`config.mk`:
```
export PLATFORM = sky130hd
export DESIGN_NAME = dna_strand_reader
export DESIGN_NICKNAME = d
export VERILOG_FILES = /design/src/rtl/dna_pkg.sv /design/src/rtl/dna_strand_reader_decode.sv /design/src/rtl/dna_strand_reader.sv
export SDC_FILE = /design/constraint.sdc
export NUM_CORES = 1
export LEC_CHECK = 0
export ABC_AREA = 1
export CAP_MARGIN = 15
export CORE_MARGIN = 2
export CORE_UTILIZATION = 47
export DETAILED_ROUTE_END_ITERATION = 7
export PLACE_DENSITY = 0.88
export REMOVE_ABC_BUFFERS = 1
export SLEW_MARGIN = 25
export SYNTH_ARGS = -nofsm -noshare
export SYNTH_HDL_FRONTEND = slang
export SYNTH_SLANG_ARGS = --single-unit
```
`constraint.sdc`:
```
create_clock -name clk -period 1.8 [get_ports clk]
set_input_delay 0.18 -clock clk [delete_from_list [all_inputs] [get_ports clk]]
set_output_delay 0.18 -clock clk [all_outputs]
set_load 0.02 [all_outputs]
```
`src/rtl/dna_pkg.sv`:
```
// Shared definitions for the DNA storage controller read path:
// nucleotide ASCII codes, 2-bit symbol type and reader state encoding.
package dna_pkg;

    localparam int NUM_OF_NUCLEOTIDES = 40;
    localparam int ASCII_SIZE         = 8;

    localparam logic [7:0] NUC_A = 8'h41;
    localparam logic [7:0] NUC_C = 8'h43;
    localparam logic [7:0] NUC_G = 8'h47;
    localparam logic [7:0] NUC_T = 8'h54;

    // 2-bit nucleotide symbol: A=00, C=01, G=10, T=11
    typedef logic [1:0] nuc_sym_t;

    typedef enum logic [1:0] {
        IDLE    = 2'd0,
        COLLECT = 2'd1,
        OUTPUT  = 2'd2
    } reader_state_t;

endpackage

```
`src/rtl/dna_strand_reader_decode.sv`:
```
// Combinational ASCII nucleotide decoder. Any byte that is not an
// uppercase A/C/G/T maps to symbol 00 with the erasure flag raised.
module nucleotide_decode
    import dna_pkg::*;
#(
    parameter int ASCII_SIZE = dna_pkg::ASCII_SIZE
) (
    input  logic [ASCII_SIZE-1:0] nuc_in,
    output nuc_sym_t              sym,
    output logic                  erasure
);

    // Map one character to its symbol; default branch covers erasures
    always_comb begin
        sym     = 2'b00;
        erasure = 1'b0;
        case (nuc_in)
            ASCII_SIZE'(NUC_A): sym = 2'b00;
            ASCII_SIZE'(NUC_C): sym = 2'b01;
            ASCII_SIZE'(NUC_G): sym = 2'b10;
            ASCII_SIZE'(NUC_T): sym = 2'b11;
            default:            erasure = 1'b1;
        endcase
    end

endmodule

```
`src/rtl/dna_strand_reader.sv`:
```
// Read-path front end: collects a strand of serial ASCII nucleotides and
// presents it as a packed 2-bit-per-symbol word plus per-position erasure
// mask and erasure count for the BCH decode path.
//
// Handshakes: a transfer happens on a rising clk edge where valid && ready
// are both high. nuc_valid/nuc_in must be held until accepted; nuc_ready
// is high exactly while collecting. strand_valid stays high and all strand
// outputs stay stable until the edge where strand_ready is also high.
module dna_strand_reader
    import dna_pkg::*;
#(
    parameter int NUM_OF_NUCLEOTIDES = dna_pkg::NUM_OF_NUCLEOTIDES,
    parameter int ASCII_SIZE         = dna_pkg::ASCII_SIZE
) (
    input  logic                                    clk,
    input  logic                                    resetN,
    input  logic                                    start,
    input  logic [ASCII_SIZE-1:0]                   nuc_in,
    input  logic                                    nuc_valid,
    output logic                                    nuc_ready,
    output logic [2*NUM_OF_NUCLEOTIDES-1:0]         strand_out,
    output logic [NUM_OF_NUCLEOTIDES-1:0]           erasure_mask,
    output logic [$clog2(NUM_OF_NUCLEOTIDES+1)-1:0] erasure_count,
    output logic                                    strand_valid,
    input  logic                                    strand_ready,
    output logic                                    busy
);

    localparam int IDX_W = $clog2(NUM_OF_NUCLEOTIDES);
    localparam int CNT_W = $clog2(NUM_OF_NUCLEOTIDES + 1);
    localparam logic [IDX_W-1:0] LAST_IDX = IDX_W'(NUM_OF_NUCLEOTIDES - 1);

    reader_state_t    state;
    logic [IDX_W-1:0] index;
    nuc_sym_t         dec_sym;
    logic             dec_erasure;

    nucleotide_decode #(
        .ASCII_SIZE (ASCII_SIZE)
    ) u_decode (
        .nuc_in  (nuc_in),
        .sym     (dec_sym),
        .erasure (dec_erasure)
    );

    // Ready and busy follow the state register directly
    assign nuc_ready = (state == COLLECT);
    assign busy      = (state != IDLE);

    // Reader FSM: capture, shift-in, erasure tracking and strand handoff
    always_ff @(posedge clk) begin
        if (!resetN) begin
            state         <= IDLE;
            index         <= '0;
            strand_out    <= '0;
            erasure_mask  <= '0;
            erasure_count <= '0;
            strand_valid  <= 1'b0;
        end else begin
            case (state)
                IDLE: begin
                    if (start) begin
                        state         <= COLLECT;
                        index         <= '0;
                        strand_out    <= '0;
                        erasure_mask  <= '0;
                        erasure_count <= '0;
                    end
                end
                COLLECT: begin
                    if (nuc_valid) begin
                        // First nucleotide ends up in the MSBs after N shifts
                        strand_out    <= {strand_out[2*NUM_OF_NUCLEOTIDES-3:0], dec_sym};
                        erasure_mask  <= {erasure_mask[NUM_OF_NUCLEOTIDES-2:0], dec_erasure};
                        erasure_count <= erasure_count + CNT_W'(dec_erasure);
                        if (index == LAST_IDX) begin
                            state        <= OUTPUT;
                            strand_valid <= 1'b1;
                            index        <= '0;
                        end else begin
                            index <= index + 1'b1;
                        end
                    end
                end
                OUTPUT: begin
                    if (strand_ready) begin
                        strand_valid <= 1'b0;
                        if (start) begin
                            // Back-to-back strand: skip IDLE entirely
                            state         <= COLLECT;
                            index         <= '0;
                            strand_out    <= '0;
                            erasure_mask  <= '0;
                            erasure_count <= '0;
                        end else begin
                            state <= IDLE;
                        end
                    end
                end
                default: begin
                    state        <= IDLE;
                    strand_valid <= 1'b0;
                end
            endcase
        end
    end

endmodule
```
==> Flow_metrics.wiki, run 1 <==
== Implementation results ==
{| class="wikitable"
! Metric !! Value
|-
| Run status || complete, no violations
|-
| Final hold violation count || 0
|-
| Least-Margin Pin Slew || 283 ps
|-
| Post-Route M1 WL || around 5100 um
|-
| Slowest cell on the critical path || sky130_fd_sc_hd__clkdlybuf4s50_1
|-
| Via count of the first global-routing pass || 4310
|-
| Avg Vias per Cell || between 4 and 5
|-
| Row cnt || 37
|-
| Grt met2 use || 0.363
|-
| DRC violations left || 0
|-
| Flip-flop count of the largest register, all copies and words added || ~80
|-
| Cts hold-fix bufs || 0
|-
| Commonest cells in the synthesized netlist || sky130_fd_sc_hd__nand2_1 (283), sky130_fd_sc_hd__dfxtp_1 (135), sky130_fd_sc_hd__a21oi_1 (132)
|-
| Register ranked first by flip-flop count || strand_out
|-
| Global router's overall resource usage || 0.211
|-
| Clock latency on the worst-skew pair || ~500 ps
|-
| Number of cells on the critical path || 1
|-
| Overflow left after global routing || 0
|-
| Leak Pwr || 2.46 nW
|-
| Number of fill cells in the layout || approximately 800
|-
| Highest Clock Rate || ~580 MHz
|-
| Type of the worst setup path || register to output port
|-
| Global route hottest layer || met2
|-
| Sink Count || between 100 and 150
|-
| Number of cells on the worst hold path || 3
|-
| Worst Reg-to-Reg Cells || 7
|-
| Initial antenna violation count || 0
|-
| H-tree depth || 4
|-
| Max Cap Violations || 0
|-
| DP Area || ~0.0066 mm^2
|-
| Fraction of final layout cells sized beyond drive strength 1 || 0.0676
|-
| Number of iterations in the first detailed-routing pass || 4
|-
| Parity-gate share of the synthesized area counting xor and xnor cells || 0.00175
|-
| Seq/Total Area, Yosys || 0.540
|-
| Worst-case headroom to the max-slew limit || 0.810
|-
| Logic area || 0.00202 mm^2
|-
| Main flop type after synthesis || sky130_fd_sc_hd__dfxtp_1
|-
| Largest non-sequential cell family by area || simple AND/OR/NAND/NOR gates
|-
| Clock tree from TritonCTS || yes
|-
| CP Max Fanout || 4
|-
| Number of distinct library cells after synthesis || 22
|-
| Total cell area reported by yosys after synthesis || 0.00500 mm^2
|-
| Final core utilization || 0.697
|-
| Largest net degree at the start of global routing || about 60
|-
| Buffer depth of the longest clock path || 2
|-
| Arrival time at the worst endpoint || roughly 1600 ps
|-
| Std-Cell Core Area || 0.0103 mm^2
|-
| Final weighted congestion in routability-driven placement || 0.823
|-
| Synthesized-area fraction occupied by ao, oa, aoi and oai cells || 0.136
|-
| WL final || between 10000 and 15000 um
|-
| Number of cell instances after yosys synthesis || 665
|-
| Vert. Die Dim || between 100 and 150 um
|-
| Number of nets in the layout || a little over 800
|-
| Warning count from the yosys run || 0
|-
| Worst clock skew || 7.81 ps
|-
| Area growth from synthesis to final layout || 43.7%
|-
| Clk Tree Root Cell || sky130_fd_sc_hd__clkbuf_8
|-
| Number of setup buffers added after CTS || 0
|-
| RSZ-0062 raised after global routing || false
|-
| Final critical-path required period || between 1500 and 2000 ps
|-
| CTS clock-pin slew for the worst setup and hold paths || 60 ps
|}
==> run 1: stage by stage <==
stage                     std cells  setup TNS [ps]
final                           950               0
after global routing            950               0
after CTS                       950               0
after detailed placement        918            -973
after global placement          918            -271
after floorplan                 624         -215650
==> run 1: what timing repair did <==
action | in CTS | in global routing
setup endpoints to repair | 2 | 0
endpoints found under the hold margin | 0 | 0
resized | 2 | 0
==> run 1: layout make-up <==
type,count,area share
multi-input cells,469,0.281
flip-flops and latches,135,0.376
well taps,136,0.0237
repair buffers,158,0.228
clock inverters,13,0.0202
clock buffers,19,0.0614
inverters,20,0.0108
==> run 1: worst min-delay path, cell delays in order <==
cell and delay, ps:
sky130_fd_sc_hd__clkdlybuf4s50_1 510, sky130_fd_sc_hd__nand2_1 110, sky130_fd_sc_hd__nor2_1 30
==> run 1: cells in the final DEF, fill, tap and decap left out, drive strengths merged, types with 3 or more instances in the layout <==
cell type / synthesis / layout
clkinv: 0 / 5
buf: 27 / 17
clkinvlp: 0 / 3
o21ai: 3 / 3
dfxtp: 135 / 135
clkbuf: 14 / 19
nand2: 284 / 284
clkdlybuf4s50: 0 / 139
a21oi: 132 / 132
ha: 3 / 3
nand3: 8 / 8
inv: 20 / 23
nor2: 31 / 31
==> run 1: report_power, final <==
group / switching, mW / leakage (nW) / internal, mW
sequential: 0.0329 / 1.09 / 3.02
clock: 1.30 / 0.281 / 2.06
combinational: 0.820 / 1.09 / 0.372
total: 2.15 / 2.46 / 5.45
==> run 1: worst paths after layout <==
kind	start	to	slack, ps
min reg2reg	strand_out[78]	strand_out[78]	460
max reg2reg	state[0]	erasure_count[3]	320
min	resetN	index[3]	370
max	erasure_count[1]	erasure_count[1]	70
Run 1, selected gate families:
(3 px per um)
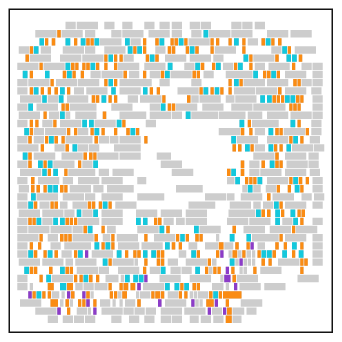
Key: aoi and oai cells = cyan [cells 136, where spread over the die]; inv cells = purple [cells 20]; nand cells = orange [cells 296, where spread over the die]
Finished Layout Cells: 950
multi-input combinational area share: 0.281
dominant logic cell type in the layout: sky130_fd_sc_hd__nand2_1

Run 1, placed cells, one colour a class:
(3 px per um) Fill, decap, tap and diode cells in grey.
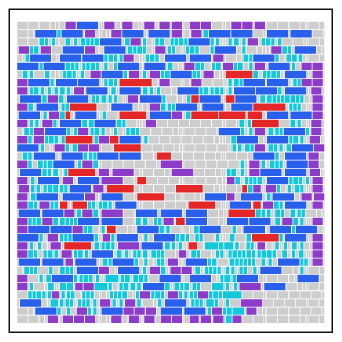
Key: registers = blue [cells 135, share of their area 38%]; remaining logic cells = cyan [cells 489, share of their area 30%]; remaining buffers and delay cells = purple [cells 158, share of their area 23%]; clock drivers and dummy loads = red [cells 32, share of their area 8.4%]

Run 1, sizing map:
(3 px per um)
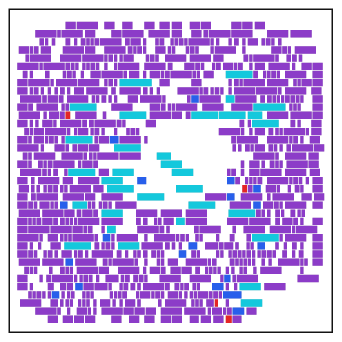
Key: x3 and x4 = blue [cells 19, share 2.3%]; x6 and larger = cyan [cells 32, share 3.9%]; x1 and smaller = purple [cells 759, share 93%]; x2 = red [cells 4, share 0.49%]

Run 1, metal 3:
(4 px per um)
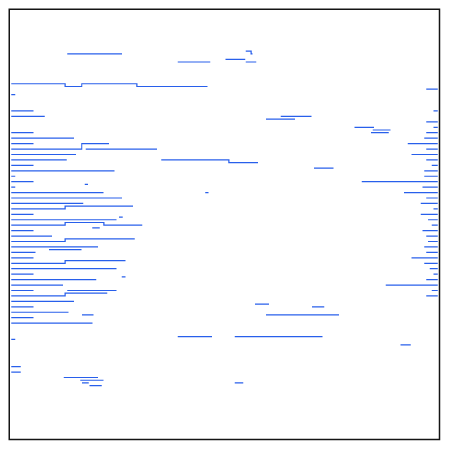

--- run 2 (diff from run 1) ---
--- a/config.mk
+++ b/config.mk
@@ -5,12 +5,11 @@
 export SDC_FILE = /design/constraint.sdc
 export NUM_CORES = 1
 export LEC_CHECK = 0
-export ABC_AREA = 1
 export CAP_MARGIN = 15
 export CORE_MARGIN = 2
-export CORE_UTILIZATION = 47
+export CORE_UTILIZATION = 48
 export DETAILED_ROUTE_END_ITERATION = 7
-export PLACE_DENSITY = 0.88
+export PLACE_DENSITY = 0.89
 export REMOVE_ABC_BUFFERS = 1
 export SLEW_MARGIN = 25
 export SYNTH_ARGS = -nofsm -noshare
Run 2, metal 3:
(4 px per um)
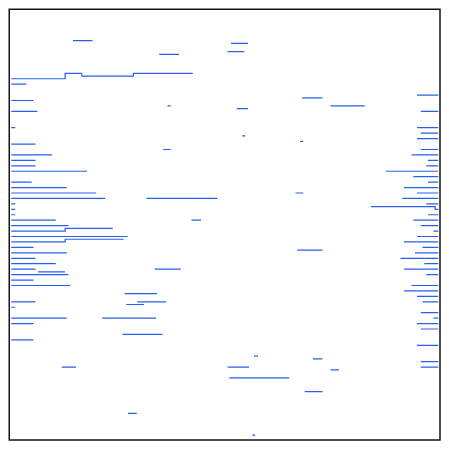
The layer carries 748 um of wire. The layer holds 6.1% of the routed length.

==> run 2 against run 1 <==
  * Via count decreased by 7.8%
  * Clock skew increased by 0.84 ps
  * Register-to-register slack got worse by 130 ps
  * Total power decreased by 12%
  * Area after synthesis increased by 2.4%
  * Wire length increased by 1.6%
  * Count of clock-buffer cells in the layout decreased by 1
==> Flow_metrics.wiki, run 2 <==
== Implementation results ==
{| class="wikitable"
! Metric !! Value
|-
| Final core utilization || 0.712 (was 0.697)
|-
| CTS clock-pin slew for the worst setup and hold paths || 60 ps (about the same)
|-
| Number of iterations in the first detailed-routing pass || 5 (was 4)
|-
| Top library cells by usage in the layout, fill and taps aside || sky130_fd_sc_hd__clkdlybuf4s50_1 (138), sky130_fd_sc_hd__dfxtp_1 (134), sky130_fd_sc_hd__nor2b_1 (124) (was sky130_fd_sc_hd__nand2_1 (283), sky130_fd_sc_hd__clkdlybuf4s50_1 (139), sky130_fd_sc_hd__dfxtp_1 (135))
|-
| Start point of the critical path || erasure_count[2] (was erasure_count[1])
|-
| Global router's overall resource usage || 0.211 (about the same)
|-
| Sink Count || 135 (unchanged)
|-
| Number of cell instances after yosys synthesis || 505 (was 665)
|-
| DRC violations left || 0 (unchanged)
|-
| Number of fill cells in the layout || 751 (was 815)
|-
| Finished Layout Cells || 792 (was 950)
|-
| Avg Vias per Cell || 5.48 (was 4.95)
|-
| WL final || 12300 um (was 12100 um)
|-
| Run status || complete, no violations (unchanged)
|-
| Number of nets in the layout || 659 (was 817)
|-
| Worst-case headroom to the max-slew limit || 0.707 (was 0.810)
|-
| DP Area || 0.00676 mm^2 (was 0.00661 mm^2)
|-
| Buffer depth of the longest clock path || 2 (unchanged)
|-
| H-tree depth || 4 (unchanged)
|-
| Count of cells resized by post-cts repair || 4 (was 2)
|-
| Dominant logic cell type in the layout || sky130_fd_sc_hd__clkdlybuf4s50_1 (was sky130_fd_sc_hd__nand2_1)
|-
| Total cell area reported by yosys after synthesis || 0.00512 mm^2 (was 0.00500 mm^2)
|-
| Clock latency on the worst-skew pair || 510 ps (was 500 ps)
|-
| Launching point of the worst reg2reg path || state[0] (unchanged)
|-
| Seq/Total Area, Yosys || 0.528 (was 0.540)
|-
| Area growth from synthesis to final layout || 43.5% (was 43.7%)
|-
| Clock tree from TritonCTS || yes (unchanged)
|-
| Overflow left after global routing || 0 (unchanged)
|-
| Leak Pwr || 2.41 nW (was 2.46 nW)
|-
| Final weighted congestion in routability-driven placement || 0.805 (was 0.823)
|-
| Placed instance count || 760 (was 918)
|-
| Row cnt || 37 (unchanged)
|-
| Type of the worst setup path || register to output port (unchanged)
|-
| Final critical-path required period || 1750 ps (was 1730 ps)
|-
| Number of setup buffers added after CTS || 0 (unchanged)
|-
| Max Cap Violations || 0 (unchanged)
|-
| Number of distinct library cells after synthesis || 39 (was 22)
|-
| Least-Margin Pin Slew || 440 ps (was 283 ps)
|-
| Setup TNS || 0 ps (unchanged)
|}
run 2: netlist changes by cell type after synthesis, sizes merged, moves of 17 or more:
cell	delta
nor2b	+124
a22oi	+120
inv	-17
nand2	-275
a21oi	-130
nor2	-24
run 2: where the power goes:
part	leakage (nW)	internal, mW	switching, mW
clock	0.272	1.98	1.33
combinational	1.05	0.183	0.238
sequential	1.09	2.99	0.00475
total	2.41	5.15	1.57
run 2: worst reg2reg max path, cell delays in order, from the launching register on:
cell	delay, ps
sky130_fd_sc_hd__dfxtp_1	320
sky130_fd_sc_hd__buf_4	160
sky130_fd_sc_hd__nor2b_1	280
sky130_fd_sc_hd__a2bb2oi_4	130
sky130_fd_sc_hd__buf_12	160
sky130_fd_sc_hd__or3_1	350
sky130_fd_sc_hd__a21boi_1	150
run 2: area by class of cell:
type | count | area share
Sequential cell | 135 | 0.368
Multi-Input combinational cell | 323 | 0.303
Timing Repair Buffer | 163 | 0.227
Clock buffer | 18 | 0.0569
Tap cell | 136 | 0.0232
Clock inverter | 14 | 0.0204
Inverter | 3 | 0.00153
run 2: how the worst min path moves through the flow:
stage,cells past startpoint,endpoint,slack [ps]
after floorplan,2,index[5],300
after global placement,2,erasure_mask[0],460
after detailed placement,2,erasure_mask[0],460
after CTS,3,index[5],100
after global routing,3,index[5],140
final,3,index[5],120
run 2: cells by family after synthesis:
logic type | share of synthesized area
AND-OR/OR-AND | 0.220
adder cells (fa/ha/maj) | 0.00733
buffers and inverters | 0.0442
flip-flops | 0.528
multiplexers | 0.00195
AND/OR/NAND/NOR | 0.199
run 2: per-layer routing:
layer / global-route usage / part of all wire
met1: 0.256 / 0.43
met2: 0.353 / 0.49
met3: 0.0605 / 0.061
met4: 0.0863 / 0.016
met5: 0 / 0
No activity file was given, so power comes from the tool's default toggle rates.
